Run 1, selected gate families:
Scale: 6 px per um.
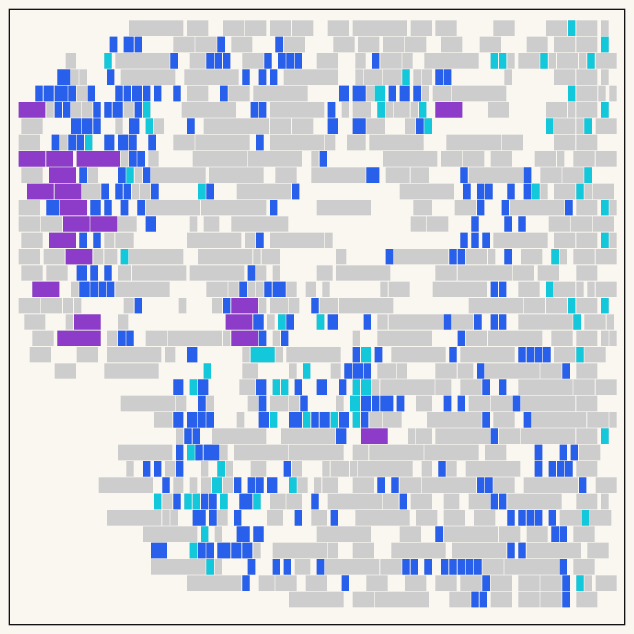
Run 1, a small window of the routed layout:
Window x 36 to 66, y 16 to 46 um. Cells in gray, sequential cells in the stronger gray; small squares are vias.
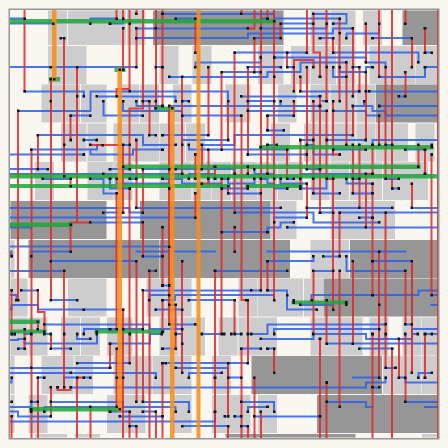
Run 1, signal metal coverage by tile:
Scale: 4 px per um. 20 x 20 tiles, from white (low) to dark blue (high), scaled to the fullest tile. Values are wire area over tile area, all layers added.
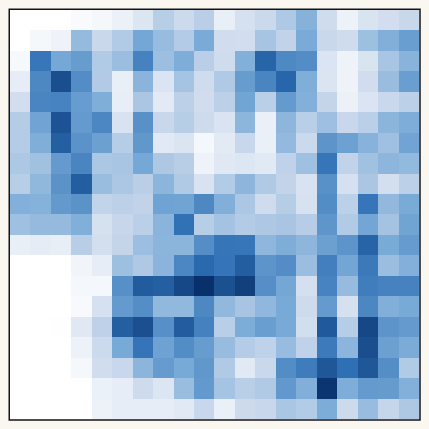
==> config.mk <==
export PLATFORM = sky130hd
export DESIGN_NAME = frame_buffer_ctrl
export DESIGN_NICKNAME = d
export VERILOG_FILES = /design/src/rtl/frame_buffer_pkg.sv /design/src/rtl/frame_addr_calc.sv /design/src/rtl/frame_buffer_ctrl.sv
export SDC_FILE = /design/constraint.sdc
export NUM_CORES = 1
export LEC_CHECK = 0
export ABC_AREA = 1
export CORE_UTILIZATION = 47
export CTS_BUF_LIST = sky130_fd_sc_hd__clkbuf_4
export DETAILED_ROUTE_END_ITERATION = 12
export HOLD_SLACK_MARGIN = 0.02
export PLACE_DENSITY = 0.92
export RECOVER_POWER = 100
export SETUP_SLACK_MARGIN = 0.05
export SYNTH_ARGS = -nofsm -noshare
export SYNTH_HDL_FRONTEND = slang
export SYNTH_SLANG_ARGS = --single-unit
export TNS_END_PERCENT = 1
==> constraint.sdc <==
create_clock -name clk -period 3.7 [get_ports clk]
set_input_delay 0.555 -clock clk [delete_from_list [all_inputs] [get_ports clk]]
set_output_delay 0.555 -clock clk [all_outputs]
set_load 0.05 [all_outputs]
==> run_results.csv, run 1 <==
group,metric,value,unit
run_status,status,"complete, but fails checks",
routing,vias,4476,
yosys,logic_family,"simple AND/OR/NAND/NOR gates",
power_and_ir_drop,p_int,2.15,mW
routing,topRoutingLayerUsed,"met4",
finish,nFillCells,774,
worst_setup_path,cp.required,3.14,ns
finish,final_area,0.00655,sq mm
sta,period_needed,3.13,ns
power_and_ir_drop,top_power_group,"combinational logic",
yosys,ys.flops,90,
clock_network,post_cts_buffers,0,
clock_network,path_clk_slew,0.13,ns
worst_setup_path,worst-path-stages,4,
sta,slew_viol_final,115,
global_route,met2_usage,42.3,%
global_route,first_global_vias,4276,
sta,tns,0,ns
run_status,violations,"capacitance limit, slew limit",
clock_network,cts_tree,"done",
yosys,synthMuxAreaShare,0,%
die,fp.dieW,102,um
job,cap_viol_max_count,2,
yosys,ys_cells,600,
global_route,overflow,0,
worst_setup_path,path_buffers,2,
finish,post-route-util,67.0,%
power_and_ir_drop,total_power,4.30,mW
power_and_ir_drop,power_frac_comb,53.4,%
yosys,ys_top_cells_by_count,"nand2_1 (205), dfrtp_1 (89), inv_1 (74), nor2_1 (57), nand3_1 (30)",
clock_network,hold_buffers,0,
worst_setup_path,r2r_setup_slack,0.61,ns
routing,drt_iter0_drc,189,
routing,routed_wirelength,12.4,mm
## Picture notes: 'selected gate families'
| family | color | cells | most used |
|---|---|---|---|
| adder and majority cells | purple | 20 | ha_1 |
| NOR gates | cyan | 64 | nor2_1 |
| NAND gates | blue | 258 | nand2_1 |
Finished Layout Cells: 899
Comb area share: 31.2%
Commonest Layout Cell: nand2_1

## Picture notes: 'a small window of the routed layout'
| layer | color |
|---|---|
| met3 | green |
| met4 | orange |
| met2 | red |
| met1 | blue |
most frequent: nand2_1 (23), nor2_1 (10)
cells with their middle in the window: 92
sequential cells in the window: 9

## Picture notes: 'signal metal coverage by tile'
emptiest ninth of the die: south-west
nearly empty tiles: 7.5%
fullest tile: 0.54
tiles over half the peak: 29%
mean over tiles: 0.20
overall global routing resource usage: 24.9%
DR WL/cell: 13.8 um

[run 1: layout by cell type, fill, tap and decap left out, types with 3 or more instances in the layout]
master / count
a21oi_1: 10
clkbuf_1: 3
clkbuf_4: 9
clkdlybuf4s50_1: 63
dfrtp_1: 89
dlygate4sd3_1: 97
ha_1: 18
inv_1: 74
nand2_1: 208
nand3_1: 35
nand4_1: 11
nor2_1: 58
nor3_1: 5
o21ai_0: 33
o21ai_2: 4
o31ai_1: 11
xnor2_1: 5
xor2_1: 7
[run 1: layout make-up]
class	instances	area [sq um]	share of cell area (%)
clock inverters	7	100	1.53
repair buffers	163	1610	24.6
diodes	1	2.50	0.0382
multi-input cells	417	2040	31.2
flip-flops and latches	90	2250	34.4
well taps	133	166	2.54
clock buffers	9	67.6	1.03
inverters	79	303	4.62
==> run 2, diff against run 1 <==
Clock period 3.7 ns to 2.95 ns, I/O delays scaled along.
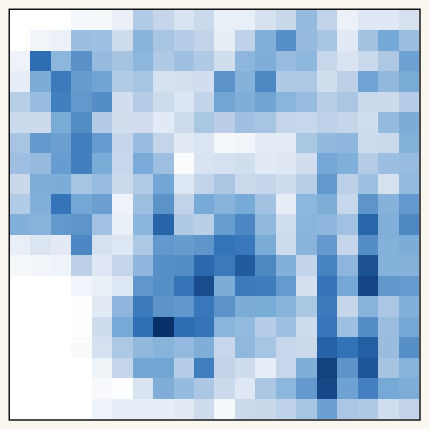
Run 2: signal metal coverage by tile
Scale: 4 px per um. 20 x 20 tiles, from white (low) to dark blue (high), scaled to the fullest tile. Values are wire area over tile area, all layers added.
mean over tiles: 0.20
nearly empty tiles: 7.7%
tiles over half the peak: 25%
emptiest ninth of the die: south-west
densest ninth of the die: south-east
fullest tile: 0.56
overall global routing resource usage: 24.9%
final wirelength: 12.7 mm

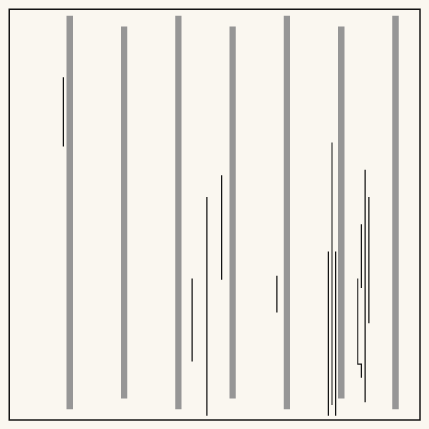
Run 2: met4 routing
Scale: 4 px per um. Supply wires on this layer in gray.
share of all routed wire: 3.2%
nets with wire on the layer: 10
longest straight run: 65.3 um
main direction: vertical
wire length on this layer: 404 um
vias: 4489

==> run 2 against run 1 <==
  * Highest routed layer unchanged
  * Clock power decreased by 7.9%
  * Largest power group unchanged
  * Via count increased by 0.29%
  * Routed wire length increased by 2.8%
  * Synthesized area unchanged
  * Hold slack improved by 0.0076 ns
  * The run still ends with capacitance limit, slew limit left
==> run_results.csv, run 2 <==
group,metric,value,unit
finish,final_cells,899,
power_and_ir_drop,total_power,5.22,mW
worst_setup_path,path_buffers,2,
power_and_ir_drop,p_int,2.52,mW
run_status,violations,"capacitance limit, slew limit",
finish,dominant-cell-class,"sequential cells",
finish,inv_count,79,
sta,slew_viol_final,42,
sta,tns,0,ns
yosys,ys.flops,90,
finish,sh_comb_area,31.7,%
power_and_ir_drop,top_power_group,"combinational logic",
sta,period_needed,2.67,ns
global_route,met2_usage,43.6,%
worst_setup_path,worst-path-stages,4,
clock_network,post_cts_buffers,0,
finish,seqAreaFraction,34.6,%
finish,final_area,0.00650,sq mm
finish,antennaDiodeCount,1,
global_route,first_global_vias,4101,
job,cap_viol_max_count,1,
clock_network,hold_buffers,0,
clock_network,path_clk_slew,0.14,ns
routing,wl_per_cell,14.1,um
finish,post-route-util,66.5,%
run_status,status,"complete, but fails checks",
finish,n_sequential_cell,90,
die,fp.dieW,102,um
finish,nMultiInputCombCells,417,
finish,nFillCells,807,
global_route,overflow,0,
worst_setup_path,cp.required,2.51,ns
die,nWellTaps,133,
finish,buffers,163,
finish,layout_top_cell,"nand2_1",
[run 2: cell counts after synthesis]
No cell type changed its count.
[run 2: cells by family (layout without fill, tap and decap cells)]
logic type,Yosys count,after routing,share of synthesized area (%)
buffers and inverters,93,258,8.02
adders and majority gates,20,20,5.61
other,0,1,0
DFF,90,90,47.6
xor gates and xnor gates,12,12,2.22
AOI/OAI and AO/OA,61,61,7.78
and+or+nand+nor,324,324,28.7
[run 2: per-layer routing]
| metal | vias to the layer above | part of all wire, % |
|---|---|---|
| met5 | - | 0 |
| met4 | 0 | 3.2 |
| met3 | 26 | 6.9 |
| met2 | 156 | 50 |
| met1 | 2090 | 40 |
| li1 | 2217 | - |
[run 2: repair_timing]
item,in CTS,in global routing
pin swaps,0,0
resized,1,2
setup endpoints to repair,3,23
No activity file was given, so power comes from the tool's default toggle rates.
